<file path="src/rtl/pci_target_burst.sv">
// PCI memory target with linear burst, byte enables, initial wait states and window-end disconnect.
// Define PCI_TARGET_PARITY_EN to add Par/Par_oe/Perr generation and checking (Par_in input).
module pci_target_burst #(
    parameter int unsigned DEPTH       = 8,
    parameter logic [31:0] BASE_ADDR   = 32'h0000_0014,
    parameter int unsigned WAIT_STATES = 0
) (
    input  logic        Clock,
    input  logic        RST,
    input  logic        Frame,
    input  logic        Irdy,
    input  logic [3:0]  CBE,
    input  logic [31:0] AD_in,
    output logic [31:0] AD_out,
    output logic        AD_oe,
    output logic        Devsel,
    output logic        Trdy,
    output logic        Stop
`ifdef PCI_TARGET_PARITY_EN
    ,
    input  logic        Par_in,
    output logic        Par,
    output logic        Par_oe,
    output logic        Perr
`endif
);

    localparam int unsigned IW        = $clog2(DEPTH);
    localparam logic [31:0] WIN_BYTES = 32'(4 * DEPTH);
    localparam logic [IW-1:0] LAST_IDX = IW'(DEPTH - 1);
    localparam logic [3:0]  CMD_RD    = 4'b0110;
    localparam logic [3:0]  CMD_WR    = 4'b0111;
    // Reads carry one extra count for the mandatory AD turnaround cycle.
    localparam logic [3:0]  WR_WAIT   = 4'(WAIT_STATES);
    localparam logic [3:0]  RD_WAIT   = 4'(WAIT_STATES + 1);

    typedef enum logic [2:0] {IDLE, WAIT, DATA, BACKOFF, IGNORE, TURN} state_t;

    state_t        state_reg, state_next;
    logic [3:0]    wait_cnt_reg, wait_cnt_next;
    logic [IW-1:0] index_reg, index_next;
    logic          is_write_reg, is_write_next;
    logic          devsel_reg, devsel_next;
    logic          trdy_reg, trdy_next;
    logic          stop_reg, stop_next;
    logic          ad_oe_reg, ad_oe_next;
    logic          rd_load, wr_en, go_turn;

    logic [31:0]   offset;
    logic          addr_hit;
    logic [IW-1:0] addr_index;

    // An address below BASE_ADDR wraps to a huge offset, so one compare covers both bounds.
    assign offset     = AD_in - BASE_ADDR;
    assign addr_hit   = (offset < WIN_BYTES);
    assign addr_index = offset[IW+1:2];

    always_comb begin
        state_next    = state_reg;
        wait_cnt_next = wait_cnt_reg;
        index_next    = index_reg;
        is_write_next = is_write_reg;
        devsel_next   = devsel_reg;
        trdy_next     = trdy_reg;
        stop_next     = stop_reg;
        ad_oe_next    = ad_oe_reg;
        rd_load       = 1'b0;
        wr_en         = 1'b0;
        go_turn       = 1'b0;
        case (state_reg)
            IDLE: begin
                if (!Frame) begin
                    if (addr_hit && (CBE == CMD_RD || CBE == CMD_WR)) begin
                        is_write_next = (CBE == CMD_WR);
                        index_next    = addr_index;
                        devsel_next   = 1'b0;
                        if (CBE == CMD_WR && WAIT_STATES == 0) begin
                            state_next = DATA;
                            trdy_next  = 1'b0;
                            stop_next  = (addr_index != LAST_IDX);
                        end else begin
                            state_next    = WAIT;
                            wait_cnt_next = (CBE == CMD_WR) ? WR_WAIT : RD_WAIT;
                        end
                    end else begin
                        state_next = IGNORE;
                    end
                end
            end
            WAIT: begin
                if (!is_write_reg) ad_oe_next = 1'b1;
                if (wait_cnt_reg == 4'd1) begin
                    state_next = DATA;
                    trdy_next  = 1'b0;
                    stop_next  = (index_reg != LAST_IDX);
                    rd_load    = !is_write_reg;
                end else begin
                    wait_cnt_next = wait_cnt_reg - 4'd1;
                end
            end
            DATA: begin
                if (!Irdy) begin
                    wr_en = is_write_reg && RST;
                    if (index_reg == LAST_IDX) begin
                        // Window end: index is never advanced past the last word.
                        if (Frame) begin
                            go_turn = 1'b1;
                        end else begin
                            state_next = BACKOFF;
                            trdy_next  = 1'b1;
                        end
                    end else begin
                        index_next = index_reg + 1'b1;
                        if (Frame) begin
                            go_turn = 1'b1;
                        end else begin
                            rd_load   = !is_write_reg;
                            stop_next = (index_next != LAST_IDX);
                        end
                    end
                end
            end
            BACKOFF: begin
                if (Frame) go_turn = 1'b1;
            end
            IGNORE: begin
                if (Frame && Irdy) state_next = IDLE;
            end
            TURN: begin
                state_next = IDLE;
            end
            default: begin
                state_next = IDLE;
            end
        endcase
        if (go_turn) begin
            state_next  = TURN;
            devsel_next = 1'b1;
            trdy_next   = 1'b1;
            stop_next   = 1'b1;
            ad_oe_next  = 1'b0;
        end
    end

    always_ff @(posedge Clock) begin
        if (!RST) begin
            state_reg    <= IDLE;
            wait_cnt_reg <= '0;
            index_reg    <= '0;
            is_write_reg <= 1'b0;
            devsel_reg   <= 1'b1;
            trdy_reg     <= 1'b1;
            stop_reg     <= 1'b1;
            ad_oe_reg    <= 1'b0;
        end else begin
            state_reg    <= state_next;
            wait_cnt_reg <= wait_cnt_next;
            index_reg    <= index_next;
            is_write_reg <= is_write_next;
            devsel_reg   <= devsel_next;
            trdy_reg     <= trdy_next;
            stop_reg     <= stop_next;
            ad_oe_reg    <= ad_oe_next;
        end
    end

    // One byte-wide RAM per lane so each byte enable maps to its own write port.
    genvar gi;
    generate
        for (gi = 0; gi < 4; gi++) begin : g_lane
            logic [7:0] mem [DEPTH];
            logic [7:0] rd_reg;

            always_ff @(posedge Clock) begin
                if (wr_en && !CBE[gi]) mem[index_reg] <= AD_in[8*gi +: 8];
            end

            always_ff @(posedge Clock) begin
                if (!RST) rd_reg <= '0;
                else if (rd_load) rd_reg <= mem[index_next];
            end

            assign AD_out[8*gi +: 8] = rd_reg;
        end
    endgenerate

    assign AD_oe  = ad_oe_reg;
    assign Devsel = devsel_reg;
    assign Trdy   = trdy_reg;
    assign Stop   = stop_reg;

`ifdef PCI_TARGET_PARITY_EN
    logic par_reg, par_oe_reg, perr_reg, wr_par_reg, wr_chk_reg;

    always_ff @(posedge Clock) begin
        if (!RST) begin
            par_reg    <= 1'b0;
            par_oe_reg <= 1'b0;
            perr_reg   <= 1'b1;
            wr_par_reg <= 1'b0;
            wr_chk_reg <= 1'b0;
        end else begin
            par_oe_reg <= ad_oe_reg;
            if (state_reg == DATA && !Irdy && !is_write_reg) par_reg <= ^{AD_out, CBE};
            // Initiator parity arrives one cycle after its data; Perr follows one cycle later.
            wr_chk_reg <= wr_en;
            wr_par_reg <= ^{AD_in, CBE};
            perr_reg   <= !(wr_chk_reg && (wr_par_reg != Par_in));
        end
    end

    assign Par    = par_reg;
    assign Par_oe = par_oe_reg;
    assign Perr   = perr_reg;
`endif

endmodule
</file>
<file path="config.mk">
export PLATFORM = sky130hd
export DESIGN_NAME = pci_target_burst
export DESIGN_NICKNAME = d
export VERILOG_FILES = /design/src/rtl/pci_target_burst.sv
export SDC_FILE = /design/constraint.sdc
export NUM_CORES = 1
export LEC_CHECK = 0
export CAP_MARGIN = 20
export CORE_UTILIZATION = 45
export DETAILED_ROUTE_END_ITERATION = 8
export MAX_ROUTING_LAYER = met4
export PLACE_DENSITY = 0.66
export SYNTH_ARGS = -nofsm -noshare
export SYNTH_HDL_FRONTEND = slang
export SYNTH_SLANG_ARGS = --single-unit
</file>
<file path="constraint.sdc">
create_clock -name Clock -period 4.4 [get_ports Clock]
set_clock_uncertainty 0.05 [all_clocks]
set_input_delay 0.88 -clock Clock [delete_from_list [all_inputs] [get_ports Clock]]
set_output_delay 0.88 -clock Clock [all_outputs]
set_load 0.01 [all_outputs]
</file>
==> impl_metrics.csv <==
group,metric,value,unit
outcome,status,"finished clean",
detailed_routing,vias_per_cell,5.643,
final_layout,drive_gt1_share,19.44,%
detailed_routing,drc,0,
grt,grt_pass1_vias,7645,
worst_setup_path,crit_family,"simple AND/OR/NAND/NOR gates",
flow_run,warning_count,28,
worst_setup_path,worstSetupStartpointType,"input pin",
die,fp-utilization,45.81,%
detailed_routing,drt_pass1_iterations,5,
clock_tree,cts_tree,"done",
final_layout,n_antenna_cell,0,
grt,grt_pass1_wl,44.39,mm
detailed_routing,routedWlPerCell,21.62,µm
min_path,hold_path_class,"flop to flop",
worst_setup_path,worstPathCellList,"clkdlybuf4s50_1 > nor4_4 > buf_4 > and4_4 > and2_1 > a32oi_1 > or4_4 > nor4b_4 > buf_4 > mux2i_4 > clkbuf_16 > mux2_2 > a22oi_1 > o211ai_1",
logic_synthesis,synth_cell_types,55,
sta,hold_violations,0,
logic_synthesis,avgSynthCellArea,14.32,µm²
logic_synthesis,ys_cells,862,
worst_setup_path,endpoint_kind,"flop",
grt,track_usage,21.76,%
logic_synthesis,yosys.area.top_type,"edfxtp_1",
clock_tree,cts_buffers,29,
sta,timing.final.setup_violations,0,
sta,fin_crit_sh,98.62,%
die,die_area,0.02810,mm²
placement,gp_congestion,0.9327,
sta,slew_headroom,30.63,%
clock_tree,cts_buffer_depth,3,
sta,finalSetupTns,0,ps
flow_run,drv_cap,0,
clock_tree,cts.reportedPaths.clkPinSlew,60,ps
logic_synthesis,postSynthSeqShare,69.88,%
grt,antenna_found_initial,0,
final_layout,fillCellCount,2117,
worst_setup_path,crit_arrival,4700,ps
clock_tree,clock-root-buffer,"clkbuf_16",
final_layout,area_delta_synth_final,25.94,%
detailed_routing,vias,8019,
pwr,leakage,5.599,nW
worst_setup_path,required,4760,ps
logic_synthesis,top_area_share,62.26,%
logic_synthesis,synthesis.area,0.01235,mm²
final_layout,logic_area,0.003588,mm²
pwr,powerDensity,441.8,mW/mm²
worst_setup_path,crit_buf_inv,4,
logic_synthesis,edf_count,256,
die,die_w,167.6,µm
pwr,ir_drop,0.0002863,V
detailed_routing,routed_wl,30.73,mm
worst_setup_path,crit_top_cell,"buf_4",
detailed_routing,ant_nets,0,
worst_setup_path,criticalPathCategory,"input pin to flop",
logic_synthesis,ys_seq_elements,303,
clock_tree,clkSinkCount,303,
logic_synthesis,yosysWarnings,0,
placement,place_hpwl,20.34,mm
logic_synthesis,ys_async_sr_fraction,0,%
sta,max_slew.worst_pin.slew,1036,ps
placement,io_buffer_count,75,
sta,fin_crit,4339,ps
grt,grt_max_degree,31,
clock_tree,clkLatencyLatePin,540,ps
worst_setup_path,slowest_delay,540,ps
logic_synthesis,dominantRegCellSynth,"edfxtp_1",
logic_synthesis,syn-num-nets,908,
die,io_pins,76,
logic_synthesis,ys_area,0.01235,mm²
final_layout,largest_reg_flops,256,
clock_tree,htreeDepth,1,
detailed_routing,drtIter0Drc,686,
sta,final_max_slew_viol_count,0,
worst_setup_path,slowest_stage,"or4_4",
logic_synthesis,synth.area.top_cells,"edfxtp_1 62%, mux2i_1 8.1%, dfxtp_1 7.6%",
final_layout,regArea,0.008628,mm²
die,die_h,167.6,µm
grt,grt_overflow,0,
logic_synthesis,synthCells,862,
worst_setup_path,crit_fanout,7,
die,row_count,60,
sta,fmax,230.5,MHz
clock_tree,postCtsHoldBufs,0,
final_layout,nNetsFinal,1104,
sta,rsz0062_at_grt,"false",
cells in the mapped netlist (7+ instances only):
cell type,n
nor3_1,11
buf_2,18
nand2_1,65
o211ai_1,23
or3_1,17
mux2_2,23
mux2i_1,100
nand3_1,9
inv_1,8
and2_1,7
edfxtp_1,256
o21ai_0,27
nor2b_1,7
clkbuf_1,26
o22ai_1,13
a21oi_1,25
o22a_1,21
dfxtp_1,47
nand2b_1,9
a22oi_1,21
nor2_1,64
per-stage QoR:
step                power (mW)  setup slack [ps]  hold WS (ps)  cell area (µm²)  instances
global route             7.086             7.516         433.7            15550       1421
detailed placement       4.542            -726.4         398.6            14490       1362
CTS                      6.881             11.59         418.9            15410       1415
finish                   6.871             60.85         416.6            15550       1421
global placement         4.529            -596.1         393.1            14490       1362
floorplan                4.017             128.2         404.2            12350        862
metal layers:
layer / routed length (µm) / part of all wire, % / track usage [%] / vias up
li1: - / - / - / 3700
met1: 13670 / 44 / 29.93 / 4005
met2: 14730 / 48 / 35.04 / 275
met3: 1879 / 6.1 / 2.623 / 39
met4: 453 / 1.5 / 4.348 / 0
met5: 0 / 0 / - / -
cell families after synthesis:
| group | synth area share (%) |
|---|---|
| xor gates and xnor gates | 0.3547 |
| AOI/OAI and AO/OA | 8.482 |
| buffers and inverters | 1.763 |
| adders and majority gates | 0.6080 |
| muxes | 10.20 |
| and+or+nand+nor | 8.705 |
| DFF | 69.88 |
what timing repair did:
item / 4_1_cts / 5_1_grt
resized: 5 / 11
setup endpoints to repair: 32 / 27
cloned: 0 / 3
pin swaps: 0 / 4
buffers inserted: 0 / 3
power breakdown:
part	leakage, nW	switching [mW]	internal (mW)
registers	2.68	0.0787	3.16
clock network	0.433	0.987	1.37
logic	2.49	0.648	0.624
total	5.60	1.71	5.16
path summary, 6_finish.rpt:
check	slack (ps)	end	start	cells after the start
max	60	g_lane[2].rd_reg[6]$_SDFFE_PN0P_	AD_in[11]	14
min	420	Devsel$_SDFFE_PP1P_	Devsel$_SDFFE_PP1P_	1
max reg2reg	1050	g_lane[3].rd_reg[5]$_SDFFE_PN0P_	index_reg[0]$_SDFF_PN0_	12
min reg2reg	420	Devsel$_SDFFE_PP1P_	Devsel$_SDFFE_PP1P_	1
worst register-to-register path: stages (launching register included):
cell and delay, ps:
dfxtp_1 630, ha_1 260, ha_1 240, nor2_1 100, nand3_1 190, nor2_1 60, a21oi_1 120, nor2_1 80
nor2b_2 810, buf_4 430, nand2_1 110, o21ai_0 80, or3_1 130
placed cells by master, fill, tap and decap left out, drive strengths merged, types with 25 or more instances in the layout:
master,count
clkbuf,49
buf,131
mux2i,100
nand2,65
dfxtp,47
edfxtp,256
clkdlybuf4s50,73
nor2,64
a21oi,25
o21ai,27
cell type report:
cell class              instances  share of cell area (%)
inverters                       8                  0.1931
flip-flops and latches        303                   55.49
multi-input cells             507                   23.08
clock buffers                  46                   5.206
repair buffers                209                   12.76
clock inverters                 7                  0.5311
well taps                     341                   2.744
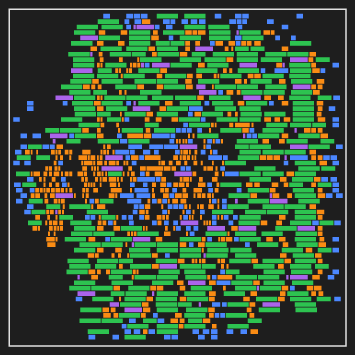
Fig. 1. Cells colored by class.
Scale: 2 px per µm.
- clock drivers and dummy loads: purple (cells 53; share of their area 5.9%)
- all other logic: orange (cells 515; share of their area 24%)
- flip-flops: green (cells 303; share of their area 57%)
- other buffers and delay cells: blue (cells 209; share of their area 13%)

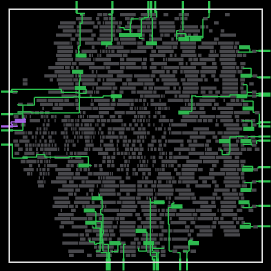
Fig. 2. Wires at chosen ports, followed through buffers.
Scale: 1.5 px per µm.
- AD_out: green (bits 32; direction output; edge 12 right, 9 bottom, 7 top, 4 left; end cells 32; buffers 32; wire 1140 µm)
- Devsel: purple (bits 1; direction output; edge left; end cells 1; buffers 1; wire 19.1 µm)

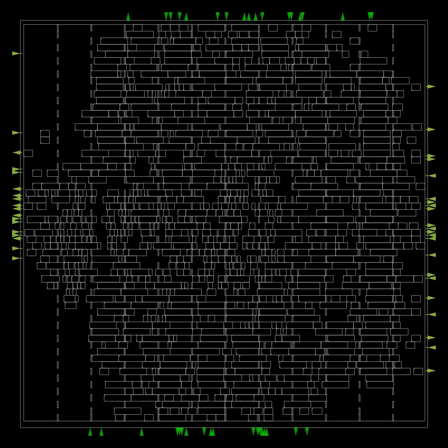
Fig. 3. Cell placement.
core area: 0.02695 mm²
sequential fraction of total cell area: 55.49%
final core occ: 57.70%
Non-Filler Instances: 1421

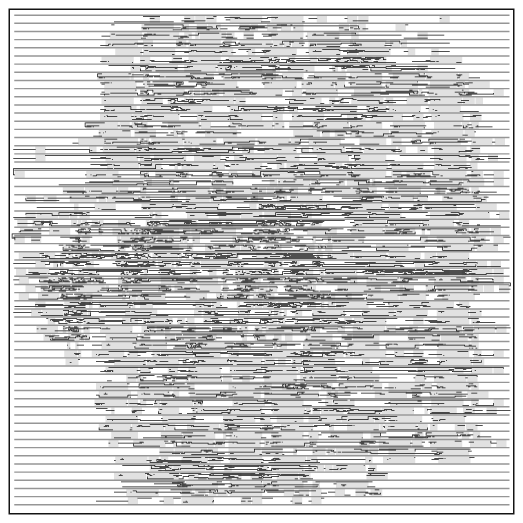
Fig. 4. M1 wires.
Scale: 3 px per µm. Supply wires on this layer in gray. Cells faint in the background.
- main direction: horizontal
- wire length on this layer: 13700 µm

Power and IR drop assume default switching activity.
